Fig. 1: signal wires on met1
Supply wires on this layer in gray.
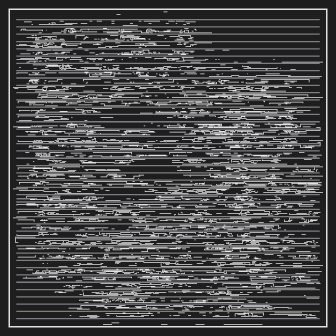
Fig. 2: met2 routing
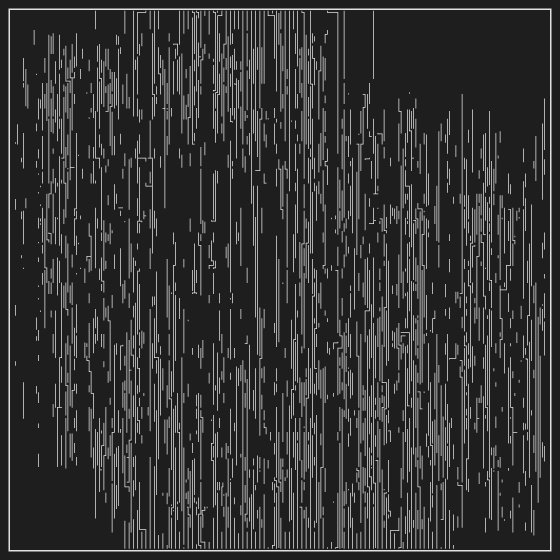
Fig. 3: the metal 3 layer
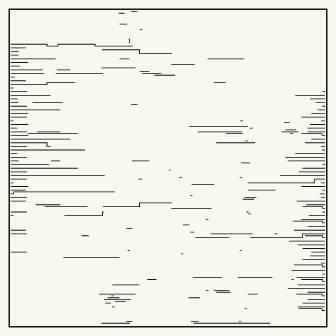
**config.mk**
```make
export PLATFORM = sky130hd
export DESIGN_NAME = if_fetch_unit
export DESIGN_NICKNAME = d
export VERILOG_FILES = /design/src/rtl/mips_pkg.sv /design/src/rtl/if_next_pc_sel.sv /design/src/rtl/if_fetch_unit.sv
export SDC_FILE = /design/constraint.sdc
export NUM_CORES = 1
export LEC_CHECK = 0
export CAP_MARGIN = 20
export CORE_MARGIN = 2
export CORE_UTILIZATION = 49
export DETAILED_ROUTE_END_ITERATION = 10
export PLACE_DENSITY = 0.86
export SETUP_SLACK_MARGIN = 0.02
export SLEW_MARGIN = 30
export SYNTH_ARGS = -nofsm -noshare
export SYNTH_HDL_FRONTEND = slang
export SYNTH_HIERARCHICAL = 1
export SYNTH_SLANG_ARGS = --single-unit
```
**constraint.sdc**
```tcl
create_clock -name clk -period 4 [get_ports clk]
set_clock_uncertainty 0.2 [all_clocks]
set_input_delay 0.6 -clock clk [delete_from_list [all_inputs] [get_ports clk]]
set_output_delay 0.6 -clock clk [all_outputs]
set_load 0.02 [all_outputs]
```
**src/rtl/mips_pkg.sv**
```systemverilog
// Shared definitions for the MIPS pipeline: vector addresses, fetch FSM states
// and the next-PC source encoding.
package mips_pkg;

    localparam logic [31:0] RESET_PC   = 32'h8000_0000;
    localparam logic [31:0] INT_VECTOR = 32'h8000_0004;
    localparam logic [31:0] EXC_VECTOR = 32'h8000_0008;

    typedef enum logic [1:0] {
        FETCH,
        HOLD,
        DROP
    } fetch_state_t;

    typedef enum logic [2:0] {
        SRC_SEQ,
        SRC_JUMP,
        SRC_JR,
        SRC_BRANCH,
        SRC_IRQ,
        SRC_EXC
    } redirect_src_t;

    function automatic logic [31:0] word_align(input logic [31:0] addr);
        return {addr[31:2], 2'b00};
    endfunction

endpackage

```
**src/rtl/if_next_pc_sel.sv**
```systemverilog
// Next-PC priority mux: exception > irq > branch > jr > jump > pc+4.
// Produces the word-aligned redirect target and a redirect flag.
module if_next_pc_sel
    import mips_pkg::*;
(
    input  logic [31:0] pc,
    input  logic        exception,
    input  logic        irq,
    input  logic        branch_taken,
    input  logic [31:0] branch_target,
    input  logic        jr,
    input  logic [31:0] jr_target,
    input  logic        jump,
    input  logic [31:0] jump_target,
    output logic        redirect,
    output logic [31:0] redirect_pc,
    output logic [31:0] seq_pc
);

    redirect_src_t src;
    logic [31:0]   target;

    always_comb begin
        src = SRC_SEQ;
        if (exception)         src = SRC_EXC;
        else if (irq)          src = SRC_IRQ;
        else if (branch_taken) src = SRC_BRANCH;
        else if (jr)           src = SRC_JR;
        else if (jump)         src = SRC_JUMP;
    end

    always_comb begin
        target = seq_pc;
        unique case (src)
            SRC_EXC:    target = EXC_VECTOR;
            SRC_IRQ:    target = INT_VECTOR;
            SRC_BRANCH: target = branch_target;
            SRC_JR:     target = jr_target;
            SRC_JUMP:   target = jump_target;
            default:    target = seq_pc;
        endcase
    end

    assign seq_pc      = pc + 32'd4;
    assign redirect    = (src != SRC_SEQ);
    assign redirect_pc = word_align(target);

endmodule

```
**src/rtl/if_fetch_unit.sv**
```systemverilog
// Instruction-fetch stage: PC register, single-outstanding imem handshake,
// stall hold buffer and redirect/flush handling feeding the IF/ID register.
module if_fetch_unit
    import mips_pkg::*;
(
    input  logic        clk,
    input  logic        reset,
    input  logic        pc_stall,
    input  logic        exception,
    input  logic        irq,
    input  logic        branch_taken,
    input  logic [31:0] branch_target,
    input  logic        jr,
    input  logic [31:0] jr_target,
    input  logic        jump,
    input  logic [31:0] jump_target,
    output logic        imem_req,
    output logic [31:0] imem_addr,
    input  logic        imem_ready,
    input  logic [31:0] imem_rdata,
    output logic [31:0] IF_PC,
    output logic [31:0] IF_Instruction,
    output logic        IF_ID_Wr,
    output logic        if_clear_n
);

    fetch_state_t state;
    logic [31:0]  pc;
    logic [31:0]  drop_addr;
    logic [31:0]  hold_buf;
    logic         redirect;
    logic [31:0]  redirect_pc;
    logic [31:0]  seq_pc;

    if_next_pc_sel u_next_pc_sel (
        .pc            (pc),
        .exception     (exception),
        .irq           (irq),
        .branch_taken  (branch_taken),
        .branch_target (branch_target),
        .jr            (jr),
        .jr_target     (jr_target),
        .jump          (jump),
        .jump_target   (jump_target),
        .redirect      (redirect),
        .redirect_pc   (redirect_pc),
        .seq_pc        (seq_pc)
    );

    always_ff @(posedge clk) begin
        if (reset) begin
            state     <= FETCH;
            pc        <= RESET_PC;
            drop_addr <= RESET_PC;
            hold_buf  <= '0;
        end else if (redirect) begin
            pc       <= redirect_pc;
            hold_buf <= '0;
            // An unanswered request keeps its old address in drop_addr until
            // the response arrives, so the PC is free to take the new target.
            unique case (state)
                FETCH: begin
                    if (!imem_ready) begin
                        state     <= DROP;
                        drop_addr <= pc;
                    end else begin
                        state <= FETCH;
                    end
                end
                DROP:    if (imem_ready) state <= FETCH;
                HOLD:    state <= FETCH;
                default: state <= FETCH;
            endcase
        end else begin
            unique case (state)
                FETCH: begin
                    if (imem_ready) begin
                        if (pc_stall) begin
                            hold_buf <= imem_rdata;
                            state    <= HOLD;
                        end else begin
                            pc <= seq_pc;
                        end
                    end
                end
                HOLD: begin
                    if (!pc_stall) begin
                        pc    <= seq_pc;
                        state <= FETCH;
                    end
                end
                DROP:    if (imem_ready) state <= FETCH;
                default: state <= FETCH;
            endcase
        end
    end

    // Outputs are decoded combinationally so a zero-wait response is written
    // to IF/ID in the same cycle as its request.
    always_comb begin
        imem_req       = 1'b0;
        imem_addr      = pc;
        IF_ID_Wr       = 1'b0;
        IF_Instruction = '0;
        if (!reset) begin
            unique case (state)
                FETCH: begin
                    imem_req       = 1'b1;
                    IF_Instruction = imem_rdata;
                    IF_ID_Wr       = imem_ready && !pc_stall && !redirect;
                end
                HOLD: begin
                    IF_Instruction = hold_buf;
                    IF_ID_Wr       = !pc_stall && !redirect;
                end
                DROP: begin
                    imem_req  = 1'b1;
                    imem_addr = drop_addr;
                end
                default: ;
            endcase
        end
    end

    assign IF_PC      = reset ? RESET_PC : pc;
    assign if_clear_n = !(reset || redirect);

endmodule

```
==> flow_summary.yaml <==
# physical design summary
worst_setup_path:
  cp-endpoint: "IF_ID_Wr"
  start_kind: "primary input"
  crit_chain: "clkdlybuf4s50_1 > or2_1 > nor4_2 > inv_2 > or2_2 > nor4_1 > clkdlybuf4s50_1"
  reg2reg_depth: 9
finish:
  area_growth_syn_to_layout_pct: 42.2
  drive_above_1_share_pct: 12.4
  combGateArea_sq_um: 4060
  nNonClkInverters: 6
  flops: 98
  flop_area_sq_um: 1960
synth:
  syn_avg_cell_area_sq_um: 8.21
  synth_flops: 98
  top_cells_by_count: "nand2_1, dfxtp_1, nor2_1"
  yosys-top-cells-area: "dfxtp_1, mux2_2, mux2i_1, nand2_1, a21oi_1"
placement:
  dpl-instance-area_sq_um: 8720
  post-place-ws_ns: 0.305
clocking:
  clk_latency_ns: 0.36
  postCtsHoldBufs: 0
drt:
  routedWlPerCell_um: 16.6
timing:
  setup_slack_ns: 0.317
  setup_viol: 0
  fin_setup_tns_ns: 0
power:
  p_leak_uw: 0.00354
die:
  die_h_um: 118
outcome:
  status: "complete, no violations"
Back to the opening pictures, Fig. 1:
- share of all routed wire: 41%
- nets with wire on the layer: 963
DR vias: 6263
Routed WL: 19000 um

Back to the opening pictures, Fig. 2:
- nets with wire on the layer: 918
- share of all routed wire: 47%
- wire length on this layer: 8990 um
- main direction: vertical
met2 usage: 45.2%

Back to the opening pictures, Fig. 3:
- wire length on this layer: 1490 um
- share of all routed wire: 7.8%
- longest straight run: 37.5 um
met3 usage: 8.77%

==> worst min-delay path: cells and delay by family (launching register included) <==
kind             cells  cell delay [ns]
flip-flops           1             0.31
AND/OR/NAND/NOR      1             0.05
AND-OR/OR-AND        1             0.05
==> metal layers <==
| layer | part of all wire (%) | vias up | wire [um] | track usage [%] |
|---|---|---|---|---|
| met5 | 0.063 | - | 12 | 0 |
| met4 | 3.8 | 2 | 723 | 11.9 |
| met3 | 7.8 | 51 | 1490 | 8.77 |
| met2 | 47 | 238 | 8990 | 45.2 |
| met1 | 41 | 2899 | 7820 | 32.0 |
| li1 | - | 3073 | - | - |
No activity file was given, so power comes from the tool's default toggle rates.
